<file path="config.mk">
export PLATFORM = sky130hd
export DESIGN_NAME = execute_stage
export DESIGN_NICKNAME = d
export VERILOG_FILES = /design/src/rtl/cpu_types_pkg.sv /design/src/rtl/alu.sv /design/src/rtl/execute_stage.sv
export SDC_FILE = /design/constraint.sdc
export NUM_CORES = 1
export LEC_CHECK = 0
export ABC_AREA = 0
export CAP_MARGIN = 30
export CORE_MARGIN = 2
export CORE_UTILIZATION = 30
export CTS_BUF_LIST = sky130_fd_sc_hd__clkbuf_16
export DETAILED_ROUTE_END_ITERATION = 6
export HOLD_SLACK_MARGIN = 0.06
export PLACE_DENSITY_LB_ADDON = 0.05
export SYNTH_ARGS = -nofsm -noshare
export SYNTH_HDL_FRONTEND = slang
export SYNTH_SLANG_ARGS = --single-unit
</file>
<file path="constraint.sdc">
create_clock -name CLK -period 6.85 [get_ports CLK]
set_input_delay 1.7125 -clock CLK [delete_from_list [all_inputs] [get_ports CLK]]
set_output_delay 1.7125 -clock CLK [all_outputs]
set_load 0.005 [all_outputs]
</file>
<file path="src/rtl/cpu_types_pkg.sv">
// Shared datapath types for the 5-stage MIPS pipeline: word/register types,
// ALU operation encoding, forwarding selects and the EX/MEM latch layout.
package cpu_types_pkg;

    localparam int WORD_BITS = 32;
    localparam int REG_BITS  = 5;

    typedef logic [WORD_BITS-1:0] word_t;
    typedef logic [REG_BITS-1:0]  regbits_t;

    typedef enum logic [3:0] {
        ALU_SLL  = 4'd0,
        ALU_SRL  = 4'd1,
        ALU_ADD  = 4'd2,
        ALU_SUB  = 4'd3,
        ALU_AND  = 4'd4,
        ALU_OR   = 4'd5,
        ALU_XOR  = 4'd6,
        ALU_NOR  = 4'd7,
        ALU_SLT  = 4'd8,
        ALU_SLTU = 4'd9
    } aluop_t;

    // Encoding 3 is unused by the forwarding unit and falls back to ID/EX.
    typedef enum logic [1:0] {
        FWD_ID  = 2'd0,
        FWD_MEM = 2'd1,
        FWD_WB  = 2'd2
    } fwd_sel_t;

    typedef struct packed {
        word_t    aluout;
        word_t    wdat;
        word_t    npc;
        regbits_t wreg;
        logic     reg_wen;
        logic     dwen;
        logic     dren;
        logic     mem_to_reg;
        logic     jaltype;
        logic     halt;
    } exmem_t;

endpackage

</file>
<file path="src/rtl/alu.sv">
// Combinational MIPS ALU: arithmetic/logic ops modulo 2^32, no overflow traps.
// Shifts act on b by shamt; zero flags an all-zero result.
module alu
    import cpu_types_pkg::*;
(
    input  word_t      a,
    input  word_t      b,
    input  logic [4:0] shamt,
    input  aluop_t     aluop,
    output word_t      result,
    output logic       zero
);

    logic lt_signed;
    logic lt_unsigned;

    always_comb begin
        lt_signed   = $signed(a) < $signed(b);
        lt_unsigned = a < b;
        result      = '0;
        case (aluop)
            ALU_SLL:  result = b << shamt;
            ALU_SRL:  result = b >> shamt;
            ALU_ADD:  result = a + b;
            ALU_SUB:  result = a - b;
            ALU_AND:  result = a & b;
            ALU_OR:   result = a | b;
            ALU_XOR:  result = a ^ b;
            ALU_NOR:  result = ~(a | b);
            ALU_SLT:  result = {{(WORD_BITS-1){1'b0}}, lt_signed};
            ALU_SLTU: result = {{(WORD_BITS-1){1'b0}}, lt_unsigned};
            default:  result = '0;
        endcase
        zero = (result == '0);
    end

endmodule

</file>
<file path="src/rtl/execute_stage.sv">
// EX stage: operand forwarding, ALU evaluation, branch/jr resolution and the
// EX/MEM pipeline latch (load / bubble / hold, frozen once a halt reaches it).
module execute_stage
    import cpu_types_pkg::*;
#(
    parameter int WORD_W = 32,
    parameter int REG_W  = 5
) (
    input  logic              CLK,
    input  logic              nRST,
    input  logic              ihit,
    input  logic              dhit,
    input  logic              dstall,
    input  logic              flush,
    input  logic [WORD_W-1:0] rdat1_r,
    input  logic [WORD_W-1:0] rdat2_r,
    input  logic [WORD_W-1:0] extOut_r,
    input  logic [WORD_W-1:0] npc_r,
    input  logic [REG_W-1:0]  wreg_r,
    input  logic [REG_W-1:0]  rs_r,
    input  logic [REG_W-1:0]  rt_r,
    input  aluop_t            ALUOP_r,
    input  logic              alutype_r,
    input  logic              Reg_Wen_r,
    input  logic              dwen_r,
    input  logic              dren_r,
    input  logic              MemToReg_r,
    input  logic              jaltype_r,
    input  logic              jrtype_r,
    input  logic              branch_r,
    input  logic              bne_r,
    input  logic              halt_r,
    input  logic [1:0]        fwd_a,
    input  logic [1:0]        fwd_b,
    input  logic [WORD_W-1:0] mem_fwd,
    input  logic [WORD_W-1:0] wb_fwd,
    output logic              pc_redirect,
    output logic [WORD_W-1:0] redirect_pc,
    output logic [WORD_W-1:0] aluout_m,
    output logic [WORD_W-1:0] wdat_m,
    output logic [WORD_W-1:0] npc_m,
    output logic [REG_W-1:0]  wreg_m,
    output logic              Reg_Wen_m,
    output logic              dwen_m,
    output logic              dren_m,
    output logic              MemToReg_m,
    output logic              jaltype_m,
    output logic              halt_m
);

    word_t  opnd_a;
    word_t  fwd_b_val;
    word_t  alu_b;
    word_t  alu_result;
    logic   alu_zero_unused;
    logic   br_eq;
    logic   latch_en;
    exmem_t exm_d;
    exmem_t exm_q;

    // rs/rt are consumed by the forwarding unit upstream, not here.
    logic   idx_unused;
    assign idx_unused = ^{rs_r, rt_r};

    always_comb begin
        case (fwd_sel_t'(fwd_a))
            FWD_MEM: opnd_a = mem_fwd;
            FWD_WB:  opnd_a = wb_fwd;
            default: opnd_a = rdat1_r;
        endcase
        case (fwd_sel_t'(fwd_b))
            FWD_MEM: fwd_b_val = mem_fwd;
            FWD_WB:  fwd_b_val = wb_fwd;
            default: fwd_b_val = rdat2_r;
        endcase
        alu_b = alutype_r ? extOut_r : fwd_b_val;
    end

    alu u_alu (
        .a      (opnd_a),
        .b      (alu_b),
        .shamt  (extOut_r[10:6]),
        .aluop  (ALUOP_r),
        .result (alu_result),
        .zero   (alu_zero_unused)
    );

    // A halted pipeline must not steer fetch anywhere.
    always_comb begin
        br_eq       = (opnd_a == fwd_b_val);
        pc_redirect = ((branch_r & (br_eq ^ bne_r)) | jrtype_r) & ~exm_q.halt;
        redirect_pc = jrtype_r ? opnd_a : npc_r + (extOut_r << 2);
    end

    // A completed data access (dhit) releases the stall in the same cycle.
    always_comb begin
        latch_en = ihit & (~dstall | dhit);
        exm_d    = exm_q;
        if (!exm_q.halt && latch_en) begin
            if (flush) begin
                exm_d = '0;
            end else begin
                exm_d.aluout     = alu_result;
                exm_d.wdat       = fwd_b_val;
                exm_d.npc        = npc_r;
                exm_d.wreg       = wreg_r;
                exm_d.reg_wen    = Reg_Wen_r;
                exm_d.dwen       = dwen_r;
                exm_d.dren       = dren_r;
                exm_d.mem_to_reg = MemToReg_r;
                exm_d.jaltype    = jaltype_r;
                exm_d.halt       = halt_r;
            end
        end
    end

    always_ff @(posedge CLK or negedge nRST) begin
        if (!nRST) begin
            exm_q <= '0;
        end else begin
            exm_q <= exm_d;
        end
    end

    assign aluout_m   = exm_q.aluout;
    assign wdat_m     = exm_q.wdat;
    assign npc_m      = exm_q.npc;
    assign wreg_m     = exm_q.wreg;
    assign Reg_Wen_m  = exm_q.reg_wen;
    assign dwen_m     = exm_q.dwen;
    assign dren_m     = exm_q.dren;
    assign MemToReg_m = exm_q.mem_to_reg;
    assign jaltype_m  = exm_q.jaltype;
    assign halt_m     = exm_q.halt;

endmodule

</file>
Fig. 1: zoomed window
Region (172, 51) to (192, 71) um. Cells in gray, sequential cells in the stronger gray; small squares are vias.
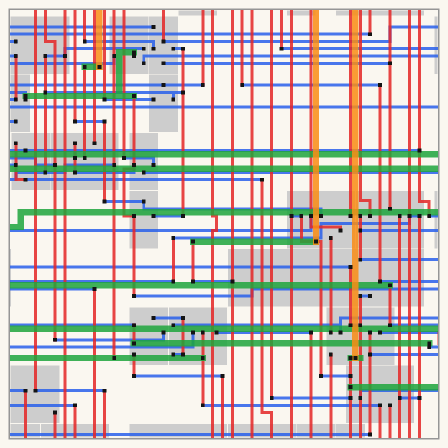
M3 -> green
M2 -> red
M4 -> orange
M1 -> blue
most frequent = nor2_1 (3), a221oi_1 (3), nand2_1 (2)
cells with their middle in the window = 17
sequential cells in the window = 0

Fig. 2: routing congestion
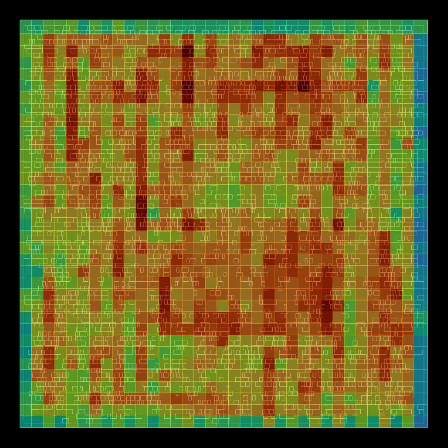
Final Util: 42.7%
WL/cell: 27.5 um

Fig. 3: signal wires by layer
(1.5 px per um)
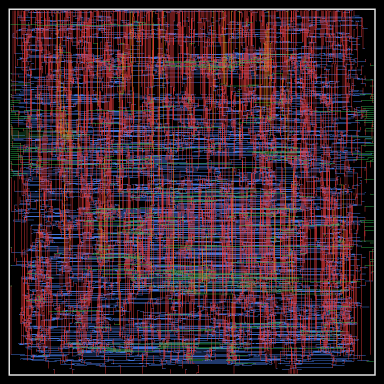
M3 -> green  # wire length 5390 um
M1 -> blue  # wire length 44.1 mm
M2 -> red  # wire length 48.7 mm
M4 -> orange  # wire length 3000 um
GR Util All Layers: 33.0%
Vias: 20700
final wirelength: 101000 um

Fig. 4: clock distribution
(1 px per um)
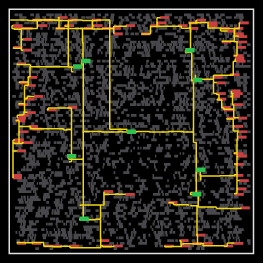
flip-flops -> red  # count 107
clock wires -> yellow  # length 2370 um
clock-net drivers -> green  # count 9
flops lie = widely spread
Clock power frac: 13.4%
clock-net power: 589 uW
Clock Skews: 0.0121 ns

-- cell type report --
cell class / instances / area share [%]
Tap cell: 756 / 3.93
Timing Repair Buffer: 693 / 25.7
Clock inverter: 7 / 0.265
Antenna cell: 19 / 0.197
Inverter: 124 / 1.93
Clock buffer: 9 / 0.935
Sequential cell: 107 / 11.1
Multi-Input combinational cell: 1962 / 55.9
-- worst max-delay path by stage --
| stage | to | slack [ns] |
|---|---|---|
| after global placement | redirect_pc[31] | -0.39 |
| after global routing | pc_redirect | 0.002 |
| after floorplan | redirect_pc[31] | 0.95 |
| after detailed placement | redirect_pc[23] | -0.44 |
| final | pc_redirect | 0.11 |
| after CTS | redirect_pc[23] | -0.06 |
-- per-stage QoR --
step / total power, mW / cells / setup WS, ns / cell area (sq um) / util (%)
after floorplan: 2.25 / 2370 / 0.949 / 17100 / -
after global placement: 3.75 / 3639 / -0.392 / 23500 / 41.8
after detailed placement: 3.76 / 3640 / -0.441 / 23500 / 41.8
after CTS: 4.38 / 3656 / -0.0588 / 24000 / 42.5
after global routing: 4.65 / 3675 / 0.00202 / 24100 / 42.7
final: 4.41 / 3677 / 0.113 / 24100 / 42.7
-- power breakdown --
part	total [mW]	switching, mW	internal (mW)
Clock	0.589	0.331	0.258
Sequential	0.871	0.0899	0.781
Combinational	2.95	1.60	1.35
Total	4.41	2.02	2.39
-- logic make-up (layout without fill, tap and decap cells) --
group / Yosys count / count (layout)
AOI/OAI and AO/OA: 830 / 830
and+or+nand+nor: 724 / 724
DFF: 107 / 107
buffers and inverters: 301 / 833
adders and majority gates: 147 / 147
xor gates and xnor gates: 112 / 112
muxes: 149 / 149
other: 0 / 19
==> changes_impl.md <==
### Implementation results

* Worst-path clk slew at about 0.080 ns
* Min Clock Period, post-route at 6.74 ns
* Hold-fix buffers at CTS at 0
* Final Max Tran Viols at 0
* Met3 routed WL at approximately 5400 um
* Slowest library cell on the worst path: clkdlybuf4s50_1
* Die Ht at around 240 um
* Share of layout cells above drive strength 1 at 15.7%
* Area grow syn2layout at 40.8%
* VDD IR-drop max at around 0.14 mV
* DRT Pass-1 Iters at 5
* Final setup fails at 0
* Die width at 243 um
* Worst Path Buf+Inv at 5
* Lkg Pwr at about 11 nW
* Highest routed layer: met4
* Root Buffer: clkbuf_16
* Nets at about 3300
* Post-CTS setup buffers at 1
* GRT overflow at 0
* Initial Utilization at 30.3%
* GR peak layer: met2
* Startpoint Class: input port
* Hold path startpoint: aluout_m[1]$_DFFE_PN0P_
* Pwr/cell area at approximately 180 nW/um^2
* Met3 Usage GRT at 3.79%
* Drt drc at 0
* Post-DP HPWL at 84400 um
* Final Hold Viols at 0
* Leading post-synthesis cells by cell area: dfrtp_1 (16%), ha_1 (11%), mux2i_1 (7.0%), o21ai_0 (6.6%), nand2_1 (6.1%)
* Most numerous cell in the Yosys netlist: nand2_1
* Syn Area/Cell at 7.22 sq um
* Max Cap Violations at 0
* Met2 usage at around 55%
* Most frequent logic cell in the layout: clkdlybuf4s50_1
* Crit-path max FO at 19
* Synth Warn # at 0
* Yosys top cell area share at between 15 and 20%
* Min Hold Slack at between 0.4 and 0.5 ns
* Synth Seq Share at approximately 16%
* Simple share at 19.6%
* # Cells Yosys at 2370
* IO Pins at about 370
* OpenROAD warning count at between 100 and 150
* Core footprint at around 56000 sq um
* Worst hold path type: register to register
* Vias in the first global route at between 15000 and 20000
* Post-Synthesis Cells at ~2400
* Xor/xnor share at approximately 5.7%
* Site Rows at 87
* Die area at 58900 sq um
* Reg area at between 2000 and 3000 sq um
* Hold path endpoint: aluout_m[1]$_DFFE_PN0P_
* Data arrival time of the critical path at approximately 5 ns
* Number of synthesized register bits at approximately 110
* R2R Setup Slk at approximately 3.8 ns
* Floorplan net count at about 2700
* Worst path depth at 15
* Post-Syn Area at 17100 sq um
* Combinational Area at 13500 sq um
* First DRT Iteration DRCs at ~1900
* Antenna-violating nets left at 0
* Crit path DRT at 5.14 ns
* Count of input and output buffers at between 300 and 400
* Fa+ha+maj area frac at roughly 11%
* Critical Path Sink Type: output pin
* Worst slew margin at 22.3%
* EDFF count, synth at 0
* Cell Type Count at approximately 83
* FF-to-FF path depth at 7
* Length of routed wiring on met1 at between 40000 and 50000 um
* Yosys stat area at ~17000 sq um
* Status: finished, final reports clean
* Clock buffer depth at 2
* Drt via density at 5.62
* Grt met1 use at ~44%
* Fillers at 6009
* Worst-Margin Slew at ~1.2 ns
* Top cells excl fill/tap: clkdlybuf4s50_1 (340), buf_4 (325), nand2_1 (279)
* Max incr delay on CP at roughly 0.51 ns
* Setup TNS at 0 ns
* Largest net degree at the start of global routing at roughly 80
* Worst Hold Depth at 1
* Reg-to-Reg Start: halt_m$_DFFE_PN0P_
* Comb area leader: AND-OR/OR-AND gates
* Synth mux share at under 10%
* Prevailing post-synth register cell: dfrtp_1
* Total CTS buffers at 9
* RSZ-0062 raised after global routing: false
* Ao+oa area frac at a little under a third
* FFs w/ async S/R, synth at 100%
* Largest delay share family, worst path: simple AND/OR/NAND/NOR gates
* CTS sink count at between 100 and 150
* CP Cell Sequence: clkdlybuf4s50_1, inv_1, ha_4, buf_12, nor2b_1, or2_2, xnor2_2, buf_4, nand4_1, nor4_2, nand2_1, xnor2_1, a21oi_1, nor2_1, dlygate4sd2_1
* Crit path kind: input port to output pin
* Max Clk Rate at 0.148 GHz
* Area leader, netlist: dfrtp_1
* # resized after CTS at 31
* Clk Latency, worst-skew pair at 0.42 ns
* Crit share post-route at between 90% and 100%
* Gp weighted congestion at roughly 1
* Commonest cells post-synth: nand2_1 (279), o21ai_0 (225), a21oi_1 (191)
* CP Launch Point: fwd_b[0]
* DR WL met2 at 48700 um
* H-tree Lvls at 3
* Initial antenna violation count at 19
* Reg2reg end: aluout_m[10]$_DFFE_PN0P_
* Global-route wire length before repair at approximately 140000 um
* CTS tree: yes
Power is estimated from default activity; no workload was simulated.
